### PDN straps and rails, run 1

Bar = 20 um. Pins as bars on the die edge.
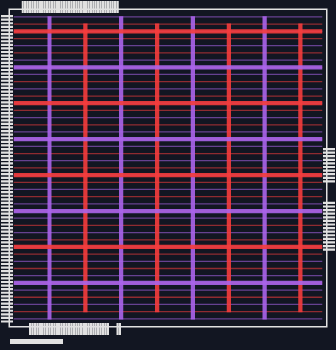
### Placement by cell class, run 1

Fill, decap, tap and diode cells in gray.
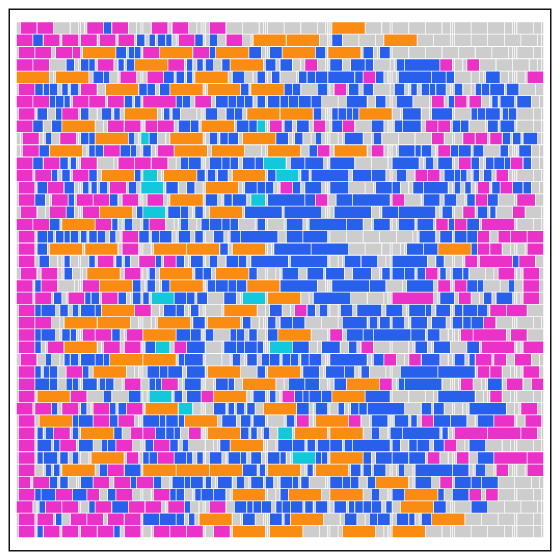
### Clock network drawn from the DEF, run 1

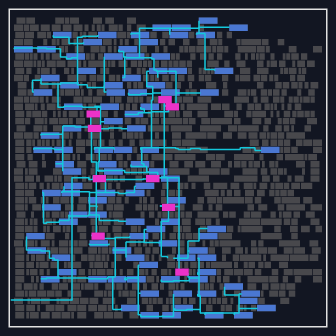
`src/rtl/regfile_scoreboard.sv`:
```
// Register-file scoreboard: tracks in-flight destinations for the integer and
// FP register files, gates instruction issue on RAW/WAW hazards, and arbitrates
// three write-back requesters (ALU, FPU, MEM) onto a single registered
// register-file write port.
module regfile_scoreboard #(
    parameter int ROUND_ROBIN = 0
) (
    input  logic        clk,
    input  logic        rstn,

    input  logic        issue_valid,
    input  logic [4:0]  issue_rs1,
    input  logic [4:0]  issue_rs2,
    input  logic        issue_rs1_f,
    input  logic        issue_rs2_f,
    input  logic        issue_rs1_used,
    input  logic        issue_rs2_used,
    input  logic [4:0]  issue_rd,
    input  logic        issue_rd_f,
    input  logic        issue_rd_used,
    output logic        issue_ready,

    input  logic [2:0]  wb_valid,
    input  logic [2:0]  wb_f,
    input  logic [14:0] wb_reg,
    input  logic [95:0] wb_data,
    output logic [2:0]  wb_grant,

    output logic        rf_wenable,
    output logic        rf_wfmode,
    output logic [4:0]  rf_wreg,
    output logic [31:0] rf_wdata,
    output logic        idle
);

    // Busy bits: one per architectural register in each file.
    logic [31:0] gbusy_q, gbusy_d;
    logic [31:0] fbusy_q, fbusy_d;

    // Round-robin pointer naming the highest-priority requester (0..2).
    logic [1:0]  rr_ptr_q, rr_ptr_d;

    // Registered register-file write port and idle flag.
    logic        rf_wenable_q, rf_wenable_d;
    logic        rf_wfmode_q,  rf_wfmode_d;
    logic [4:0]  rf_wreg_q,    rf_wreg_d;
    logic [31:0] rf_wdata_q,   rf_wdata_d;
    logic        idle_q,       idle_d;

    // Hazard and arbitration intermediates.
    logic        rs1_hazard;
    logic        rs2_hazard;
    logic        rd_hazard;
    logic        issue_fire;
    logic [2:0]  fixed_grant;
    logic [2:0]  rr_grant;
    logic        grant_any;
    logic [1:0]  grant_idx;
    logic        sel_f;
    logic [4:0]  sel_reg;
    logic [31:0] sel_data;

    // Hazard detection looks only at the registered busy state, so a write-back
    // retiring this cycle does not unblock a dependent until the following one.
    always_comb begin
        rs1_hazard = 1'b0;
        rs2_hazard = 1'b0;
        rd_hazard  = 1'b0;
        if (issue_rs1_used) begin
            rs1_hazard = issue_rs1_f ? fbusy_q[issue_rs1] : gbusy_q[issue_rs1];
        end
        if (issue_rs2_used) begin
            rs2_hazard = issue_rs2_f ? fbusy_q[issue_rs2] : gbusy_q[issue_rs2];
        end
        if (issue_rd_used) begin
            rd_hazard = issue_rd_f ? fbusy_q[issue_rd] : gbusy_q[issue_rd];
        end
        issue_ready = ~(rs1_hazard | rs2_hazard | rd_hazard);
        issue_fire  = issue_valid & issue_ready;
    end

    // Fixed priority: MEM beats FPU beats ALU.
    always_comb begin
        fixed_grant = 3'b000;
        if (wb_valid[2]) begin
            fixed_grant = 3'b100;
        end else if (wb_valid[1]) begin
            fixed_grant = 3'b010;
        end else if (wb_valid[0]) begin
            fixed_grant = 3'b001;
        end
    end

    // Round-robin: priority descends cyclically starting at the pointer.
    always_comb begin
        rr_grant = 3'b000;
        case (rr_ptr_q)
            2'd1: begin
                if (wb_valid[1])      rr_grant = 3'b010;
                else if (wb_valid[2]) rr_grant = 3'b100;
                else if (wb_valid[0]) rr_grant = 3'b001;
            end
            2'd2: begin
                if (wb_valid[2])      rr_grant = 3'b100;
                else if (wb_valid[0]) rr_grant = 3'b001;
                else if (wb_valid[1]) rr_grant = 3'b010;
            end
            default: begin
                if (wb_valid[0])      rr_grant = 3'b001;
                else if (wb_valid[1]) rr_grant = 3'b010;
                else if (wb_valid[2]) rr_grant = 3'b100;
            end
        endcase
    end

    // Pick the arbitration flavour and extract the winning requester's payload.
    always_comb begin
        wb_grant  = (ROUND_ROBIN != 0) ? rr_grant : fixed_grant;
        grant_any = 1'b1;
        grant_idx = 2'd0;
        sel_f     = 1'b0;
        sel_reg   = 5'd0;
        sel_data  = 32'd0;
        case (wb_grant)
            3'b001: begin
                grant_idx = 2'd0;
                sel_f     = wb_f[0];
                sel_reg   = wb_reg[4:0];
                sel_data  = wb_data[31:0];
            end
            3'b010: begin
                grant_idx = 2'd1;
                sel_f     = wb_f[1];
                sel_reg   = wb_reg[9:5];
                sel_data  = wb_data[63:32];
            end
            3'b100: begin
                grant_idx = 2'd2;
                sel_f     = wb_f[2];
                sel_reg   = wb_reg[14:10];
                sel_data  = wb_data[95:64];
            end
            default: begin
                grant_any = 1'b0;
            end
        endcase
    end

    // Next pointer: one past the winner, holding when nothing was granted.
    always_comb begin
        rr_ptr_d = rr_ptr_q;
        if ((ROUND_ROBIN != 0) && grant_any) begin
            case (grant_idx)
                2'd0:    rr_ptr_d = 2'd1;
                2'd1:    rr_ptr_d = 2'd2;
                default: rr_ptr_d = 2'd0;
            endcase
        end
    end

    // Next write-port contents: load the winner, or drop enable and hold payload.
    // A write to integer register 0 is accepted but never enabled.
    always_comb begin
        rf_wenable_d = 1'b0;
        rf_wfmode_d  = rf_wfmode_q;
        rf_wreg_d    = rf_wreg_q;
        rf_wdata_d   = rf_wdata_q;
        if (grant_any) begin
            rf_wenable_d = sel_f | (sel_reg != 5'd0);
            rf_wfmode_d  = sel_f;
            rf_wreg_d    = sel_reg;
            rf_wdata_d   = sel_data;
        end
    end

    // Busy update: clear the register being written this cycle, then set the
    // newly issued destination so that a coincident set takes precedence.
    always_comb begin
        gbusy_d = gbusy_q;
        fbusy_d = fbusy_q;
        if (rf_wenable_q) begin
            if (rf_wfmode_q) begin
                fbusy_d[rf_wreg_q] = 1'b0;
            end else begin
                gbusy_d[rf_wreg_q] = 1'b0;
            end
        end
        if (issue_fire && issue_rd_used) begin
            if (issue_rd_f) begin
                fbusy_d[issue_rd] = 1'b1;
            end else if (issue_rd != 5'd0) begin
                gbusy_d[issue_rd] = 1'b1;
            end
        end
        gbusy_d[0] = 1'b0;
        idle_d = (gbusy_d == 32'd0) && (fbusy_d == 32'd0) && !rf_wenable_d;
    end

    // State registers with synchronous active-low reset.
    always_ff @(posedge clk) begin
        if (!rstn) begin
            gbusy_q      <= 32'd0;
            fbusy_q      <= 32'd0;
            rr_ptr_q     <= 2'd0;
            rf_wenable_q <= 1'b0;
            rf_wfmode_q  <= 1'b0;
            rf_wreg_q    <= 5'd0;
            rf_wdata_q   <= 32'd0;
            idle_q       <= 1'b1;
        end else begin
            gbusy_q      <= gbusy_d;
            fbusy_q      <= fbusy_d;
            rr_ptr_q     <= rr_ptr_d;
            rf_wenable_q <= rf_wenable_d;
            rf_wfmode_q  <= rf_wfmode_d;
            rf_wreg_q    <= rf_wreg_d;
            rf_wdata_q   <= rf_wdata_d;
            idle_q       <= idle_d;
        end
    end

    assign rf_wenable = rf_wenable_q;
    assign rf_wfmode  = rf_wfmode_q;
    assign rf_wreg    = rf_wreg_q;
    assign rf_wdata   = rf_wdata_q;
    assign idle       = idle_q;

endmodule

```
`config.mk`:
```
export PLATFORM = sky130hd
export DESIGN_NAME = regfile_scoreboard
export DESIGN_NICKNAME = d
export VERILOG_FILES = /design/src/rtl/regfile_scoreboard.sv
export SDC_FILE = /design/constraint.sdc
export NUM_CORES = 1
export LEC_CHECK = 0
export CAP_MARGIN = 10
export CORE_UTILIZATION = 51
export CTS_BUF_LIST = sky130_fd_sc_hd__clkbuf_8
export CTS_CLUSTER_SIZE = 25
export DETAILED_ROUTE_END_ITERATION = 7
export HOLD_SLACK_MARGIN = 0.02
export PLACE_DENSITY = 0.83
export REMOVE_ABC_BUFFERS = 1
export SLEW_MARGIN = 20
export SYNTH_ARGS = -nofsm -noshare
export SYNTH_HDL_FRONTEND = slang
export SYNTH_SLANG_ARGS = --single-unit
```
`constraint.sdc`:
```
create_clock -name clk -period 3.5 [get_ports clk]
set_input_delay 0.525 -clock clk [delete_from_list [all_inputs] [get_ports clk]]
set_output_delay 0.525 -clock clk [all_outputs]
set_load 0.05 [all_outputs]
```
==> impl_metrics.json, run 1 <==
{
  "synth.cellmix.simpleShare_pct": 20.1,
  "fp.dieW_um": 120,
  "async_reset_ff_share_pct": 0,
  "fmax_mhz": 290,
  "clock_area_share_pct": 1.82,
  "hold_viol": 0,
  "fin_cells": 1248,
  "tightest_slew_ps": 903,
  "r2r_cells": 10,
  "relSlewSlack_pct": 39.8,
  "clkPwrFrac_pct": 25.5,
  "hold_depth": 2,
  "grt_pass1_vias": 7693,
  "portBuffers": 184,
  "path_cells": "clkdlybuf4s50_1 > buf_12 > mux4_2 > o2111ai_1 > nand4_1 > a32oi_2 > nand2_4 > nor2_8 > buf_12",
  "post-synth-top-count-cell": "dfxtp_1",
  "synth_area_per_cell_um2": 8.17,
  "slew_violations": 0,
  "io-pin-count": 185,
  "ys_sh_mux_pct": 16.5,
  "enable_flop_cells": 0,
  "track_usage_pct": 38.9,
  "status": "finished, final reports clean",
  "final_cell_mix": "clkdlybuf4s50_1, dfxtp_1, o21ai_0",
  "dpl.cell_count": 1226,
  "drt-pass1-iter-count": 5,
  "synth_top_cell_by_area": "dfxtp_1",
  "overflow": 0,
  "via_per_inst": 6.48,
  "final_core_util_pct": 72.9,
  "p_sw_w": 0.000961,
  "grt_pass1_wl_um": 42500,
  "synthAoiAreaFrac_pct": 27.6,
  "min-delay-start": "rf_wdata[20]$_SDFFE_PN0P_",
  "hold_path_class": "reg2reg",
  "post_cts_resized": 5,
  "area_share_nonclk_buffers_pct": 26.7,
  "syn2layout_area_growth_pct": 38.0,
  "cts_setup_buffers": 0,
  "via_count": 8092,
  "yosysTopAreaCellShare_pct": 29.2,
  "combPwrFrac_pct": 30.7,
  "cts_max_level": 3,
  "ys_types": 76,
  "endpoint_kind": "output port",
  "cts_root_buf": "clkbuf_8",
  "netlist_logic_family_top": "AND-OR/OR-AND gates",
  "hold_buffers": 0,
  "setup.worst_path.start_class": "primary input",
  "met2_usage_pct": 62.3
}
About 'PDN straps and rails':
legend:
  VDD:
    color: red
  VSS:
    color: purple
met5 straps: 8
met1 rails: 43
met4 straps: 8
signal pins: 185
rows: 42

About 'Placement by cell class':
legend:
  clock drivers and dummy loads:
    color: cyan
    cells: 16
    share_of_their_area: 1.9%
  registers:
    color: orange
    cells: 103
    share_of_their_area: 22%
  remaining logic cells:
    color: blue
    cells: 680
    share_of_their_area: 49%
  remaining buffers and delay cells:
    color: magenta
    cells: 270
    share_of_their_area: 27%

About 'Clock network drawn from the DEF':
legend:
  flip-flops:
    color: blue
    count: 103
  clock-net drivers:
    color: magenta
    count: 9
  clock wires:
    color: cyan
    length: 1250 um
routed clock nets: 10

run 1: worst max-delay path by stage:
stage          cells past startpoint  slack [ps]                     end
6_report                           9          60             issue_ready
3_3_place_gp                      13        -100         idle$_SDFF_PN1_
4_1_cts                           10           2             issue_ready
3_5_place_dp                      12        -180   gbusy_q[2]$_SDFF_PN0_
5_1_grt                            9           2             issue_ready
2_1_floorplan                     10         610  gbusy_q[16]$_SDFF_PN0_
run 1: worst reg2reg max path: stages (launching register included):
cell and delay, ps:
dfxtp_1 400, or4b_1 720, o21ai_1 260, nand4_1 160, nor4_1 350, nand4b_1 200, nor3_1 280, nand3_1 200
a21oi_1 180, nand3b_1 100, o41ai_2 300
### Routed metal, one color a layer, run 1

Bar = 20 um. Only two layers are drawn.
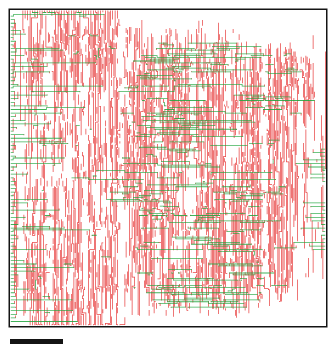

==> run 2, diff against run 1 <==
--- a/config.mk
+++ b/config.mk
@@ -5,13 +5,16 @@
 export SDC_FILE = /design/constraint.sdc
 export NUM_CORES = 1
 export LEC_CHECK = 0
+export ABC_CLOCK_PERIOD_IN_PS = 2900
 export CAP_MARGIN = 10
-export CORE_UTILIZATION = 51
+export CELL_PAD_IN_SITES_DETAIL_PLACEMENT = 1
+export CELL_PAD_IN_SITES_GLOBAL_PLACEMENT = 1
+export CORE_UTILIZATION = 33
 export CTS_BUF_LIST = sky130_fd_sc_hd__clkbuf_8
 export CTS_CLUSTER_SIZE = 25
 export DETAILED_ROUTE_END_ITERATION = 7
 export HOLD_SLACK_MARGIN = 0.02
-export PLACE_DENSITY = 0.83
+export PLACE_DENSITY_LB_ADDON = 0.1
 export REMOVE_ABC_BUFFERS = 1
 export SLEW_MARGIN = 20
 export SYNTH_ARGS = -nofsm -noshare
==> constraint.sdc (replaced) <==
create_clock -name clk -period 2.9 [get_ports clk]
set_input_delay 0.435 -clock clk [delete_from_list [all_inputs] [get_ports clk]]
set_output_delay 0.435 -clock clk [all_outputs]
set_load 0.05 [all_outputs]
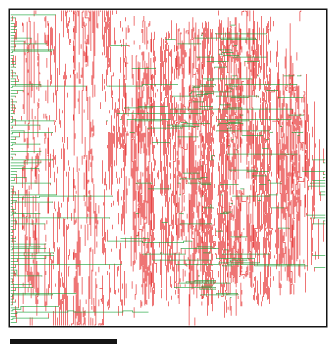
*Routed metal, one color a layer, run 2*
Bar = 50 um. Only two layers are drawn.
legend:
  M3:
    color: green
    wire_length: 2390 um
  M2:
    color: red
    wire_length: 15900 um

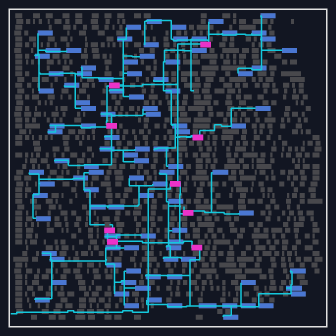
*Clock network drawn from the DEF, run 2*
legend:
  clock wires:
    color: cyan
    length: 1560 um
  clock-net drivers:
    color: magenta
    count: 9
  flip-flops:
    color: blue
    count: 103
flops lie: all over the die

==> impl_metrics.json, run 2 <==
{
  "grt-busiest-layer": "met2",
  "cts_root_buf": "clkbuf_8",
  "r2r-start": "gbusy_q[4]$_SDFF_PN0_",
  "portBuffers": 184,
  "io-pin-count": 185,
  "routed-wl-met3_um": 2390,
  "syn2layout_area_growth_pct": 54.0,
  "post-synth-top-count-cell": "dfxtp_1",
  "setup_viol": 2,
  "fin_cells": 1456,
  "drt-pass1-iter-count": 5,
  "placed_area_um2": 10300,
  "min-delay-start": "rf_wdata[0]$_SDFFE_PN0P_",
  "area_share_nonclk_buffers_pct": 31.7,
  "status": "finished with violations",
  "enable_flop_cells": 0,
  "fmax_mhz": 340,
  "synth_top_cell_by_area": "dfxtp_1",
  "ys_cells": 863,
  "cts_max_level": 3,
  "post_cts_resized": 67,
  "track_usage_pct": 30.7,
  "crit_end": "issue_ready",
  "met2_usage_pct": 51.8,
  "yosysTopAreaCellShare_pct": 29.2,
  "ys_types": 76,
  "cts_setup_buffers": 12,
  "via_count": 8378,
  "dpl.cell_count": 1422,
  "via_per_inst": 5.75,
  "ys_ff": 103,
  "hold_path_class": "reg2reg",
  "dp_slack_ps": -710,
  "nNonClkInverters": 22,
  "synth_area_per_cell_um2": 8.17,
  "seq_area_share_pct": 19.1,
  "seq_area_frac_synth_pct": 29.2,
  "tns_ps": -73.7,
  "power.density_nw_per_um2": 334,
  "comb_area_um2": 4730,
  "fillers": 2532,
  "hold_viol": 0,
  "fp.dieW_um": 148,
  "async_reset_ff_share_pct": 0,
  "clock_area_share_pct": 1.74,
  "dp_hpwl_um": 25900,
  "grt_util_met1_pct": 36.9,
  "worstPathMaxFanout": 8,
  "relSlewSlack_pct": 56.3,
  "seq_cells": 103,
  "tightest_slew_ps": 650,
  "topRoutingLayerUsed": "met4",
  "hold_buffers": 0,
  "largest_class": "multi-input combinational cells",
  "fin_ws_ps": -45.4,
  "setup.worst_path.start_class": "primary input",
  "core_area_um2": 21000,
  "clock-sinks": 103,
  "violations": "setup timing",
  "cts_tree": "built",
  "antenna_found_initial": 0,
  "r2r_slack_ps": 60,
  "slew_violations": 0,
  "grt_pass1_wl_um": 51100,
  "endpoint_kind": "output port",
  "clk_latency_ps": 390,
  "hold_depth": 2,
  "final_core_util_pct": 51.8,
  "overflow": 0,
  "critical_path_arrival_ps": 2510,
  "final_cell_mix": "buf_4, clkdlybuf4s50_1, dfxtp_1",
  "drive_above_1_share_pct": 26.3,
  "use_met3_pct": 7.09,
  "worstSetupStartpoint": "issue_rs1[1]",
  "antenna_left": 0,
  "grt_pass1_vias": 8757,
  "r2r_cells": 11,
  "grt_max_degree": 48,
  "buffers": 382
}
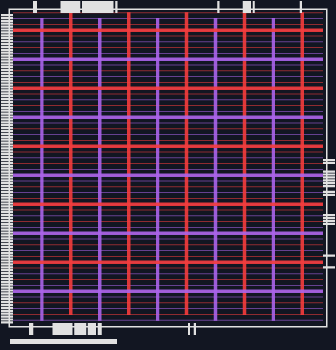
*PDN straps and rails, run 2*
Bar = 50 um. Pins as bars on the die edge.
legend:
  VSS:
    color: purple
  VDD:
    color: red
met4 straps: 10
rows: 53
met1 rails: 54
met5 straps: 10

## run 2: cell families (layout without fill, tap and decap cells)
logic type                Yosys count  after routing  synth area share (%)
AOI/OAI and AO/OA                 301            301                  27.6
and+or+nand+nor                   274            274                  20.1
DFF                               103            103                  29.2
buffers and inverters             102            420                  6.30
muxes                              81             81                  16.5
xor gates and xnor gates            2              2                 0.248
## run 2: worst max-delay path: stages
cell	delay, ps
clkdlybuf4s15_1	260
buf_12	160
buf_4	180
mux4_2	510
mux2i_1	170
a22oi_1	130
a31oi_4	250
inv_4	90
nor2_8	160
buf_12	150
## run 2: power by group
part	switching, W	internal, W	leakage [nW]
combinational	0.000642	0.000570	3.32
sequential	0.0000276	0.00146	0.844
clock	0.000600	0.000333	0.0938
### Clock routing, run 2

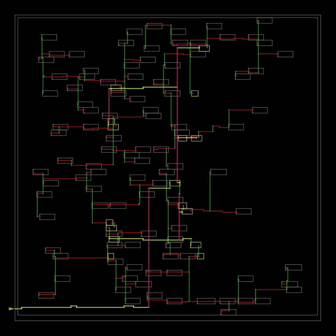

==> run 3, diff against run 2 <==
--- a/config.mk
+++ b/config.mk
@@ -9,10 +9,12 @@
 export CAP_MARGIN = 10
 export CELL_PAD_IN_SITES_DETAIL_PLACEMENT = 1
 export CELL_PAD_IN_SITES_GLOBAL_PLACEMENT = 1
+export CORE_MARGIN = 2
 export CORE_UTILIZATION = 33
 export CTS_BUF_LIST = sky130_fd_sc_hd__clkbuf_8
 export CTS_CLUSTER_SIZE = 25
 export DETAILED_ROUTE_END_ITERATION = 7
+export GPL_TIMING_DRIVEN = 0
 export HOLD_SLACK_MARGIN = 0.02
 export PLACE_DENSITY_LB_ADDON = 0.1
 export REMOVE_ABC_BUFFERS = 1
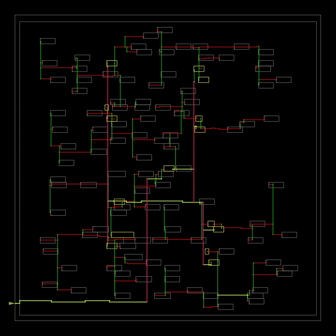
*Clock routing, run 3*
flip-flops: 103
P_clk: 0.000976 W
clk ins delay skew pair: 400 ps
Setup Skew: 8.07 ps

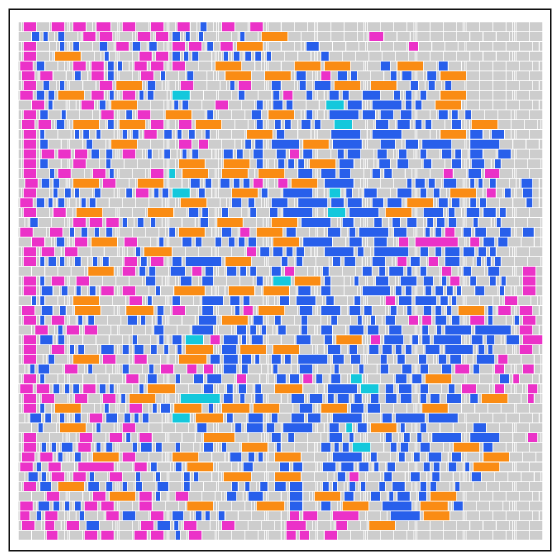
*Placement by cell class, run 3*
Fill, decap, tap and diode cells in gray.
legend:
  clock drivers and dummy loads:
    color: cyan
    cells: 15
    share_of_their_area: 2.1%
  remaining logic cells:
    color: blue
    cells: 682
    share_of_their_area: 52%
  registers:
    color: orange
    cells: 103
    share_of_their_area: 22%
  remaining buffers and delay cells:
    color: magenta
    cells: 224
    share_of_their_area: 23%

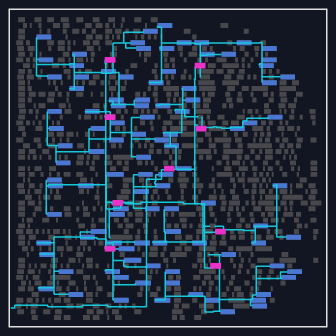
*Clock network drawn from the DEF, run 3*
legend:
  flip-flops:
    color: blue
    count: 103
  clock-net drivers:
    color: magenta
    count: 9
  clock wires:
    color: cyan
    length: 1580 um
flops lie: all over the die
routed clock nets: 10

==> impl_metrics.json, run 3 <==
{
  "status": "finished with violations",
  "violations": "setup timing",
  "ys_ff": 103,
  "hold_path_class": "in2reg",
  "cpPeakStageDelay_ps": 380,
  "io-pin-count": 185,
  "final_cell_mix": "clkdlybuf4s50_1, o21ai_0, dfxtp_1",
  "seqPwrFrac_pct": 42.4,
  "async_reset_ff_share_pct": 0,
  "min-delay-start": "rstn",
  "fp.dieW_um": 150,
  "synth_area_per_cell_um2": 8.17,
  "grt-busiest-layer": "met2",
  "comb_area_um2": 4790,
  "fmax_mhz": 330,
  "clkPwrFrac_pct": 27.6,
  "antenna_found_initial": 1,
  "path_cells": "buf_4 > buf_12 > mux2_2 > a221oi_1 > o22ai_1 > o311ai_4 > nand2_4 > nor2_8 > buf_8",
  "grt_max_degree": 82,
  "dpl.cell_count": 1247,
  "enable_flop_cells": 0,
  "cts_tree": "built",
  "synth.cellmix.simpleShare_pct": 20.1,
  "setup_viol": 3,
  "setup.worst_path.start_class": "primary input",
  "xor_share_pct": 0.248,
  "endpoint_kind": "output port",
  "ys_cells": 863,
  "grt_pass1_vias": 7801,
  "via_count": 7685,
  "cts_max_level": 3,
  "p_int_w": 0.00233,
  "core_area_um2": 21000,
  "cts_root_buf": "clkbuf_8",
  "synthAoiAreaFrac_pct": 27.6,
  "drive_above_1_share_pct": 17.2,
  "nNonClkInverters": 23,
  "cp_slowest_cell": "o311ai_4",
  "critPathTopFamily": "AND-OR/OR-AND gates",
  "timing.critical_path.buf_inv": 3,
  "critical_path_arrival_ps": 2590,
  "dp_slack_ps": -2000,
  "post-synth-top-count-cell": "dfxtp_1",
  "drt-pass1-iter-count": 5,
  "worstSetupStartpoint": "issue_rd[1]",
  "grt_util_met1_pct": 35.2,
  "synth_top_cell_by_area": "dfxtp_1",
  "seq_area_frac_synth_pct": 29.2,
  "netlist_logic_family_top": "AND-OR/OR-AND gates",
  "combPwrFrac_pct": 29.9,
  "fin_cells": 1300,
  "power.density_nw_per_um2": 364,
  "ys_types": 76,
  "placed_area_um2": 8950,
  "relSlewSlack_pct": 41.2,
  "overflow": 0,
  "cp.depth": 9,
  "power.group.top": "sequential cells",
  "fin_ws_ps": -126,
  "hold_viol": 0,
  "via_per_inst": 5.91,
  "clock-sinks": 103,
  "tns_ps": -291,
  "area_share_nonclk_buffers_pct": 22.6,
  "largest_class": "multi-input combinational cells",
  "pg_seq_w": 0.00150,
  "met2_usage_pct": 42.5,
  "comb-power_w": 0.00106
}
## run 3: cell count changes in the layout (fill, tap and decap cells not counted), moves of 5 or more
cell,delta
buf_4,-145
o21ai_0,+14
o21ai_1,-13
buf_12,-7
dfxtp_1,-6
dfxtp_2,+5
## run 3: timing repair
| item | CTS | global route |
|---|---|---|
| endpoints found under the hold margin | 0 | 0 |
| endpoints found under the setup margin | 67 | 42 |
| buffers inserted | 28 | 6 |
| gates cloned | 3 | 0 |
| resized | 107 | 38 |
| pin swaps | 14 | 13 |
## run 3: cell families after synthesis
family	count (synthesis)
AOI/OAI and AO/OA	301
DFF	103
xor gates and xnor gates	2
and+or+nand+nor	274
buffers and inverters	102
muxes	81
## run 3: routing by layer
metal	vias to the layer above	wire length, um
met3	70	2740
li1	3548	-
met1	3714	12900
met5	-	0
met2	353	13600
met4	0	1140
Power figures rest on the tool's default switching activity, not on a simulated workload.
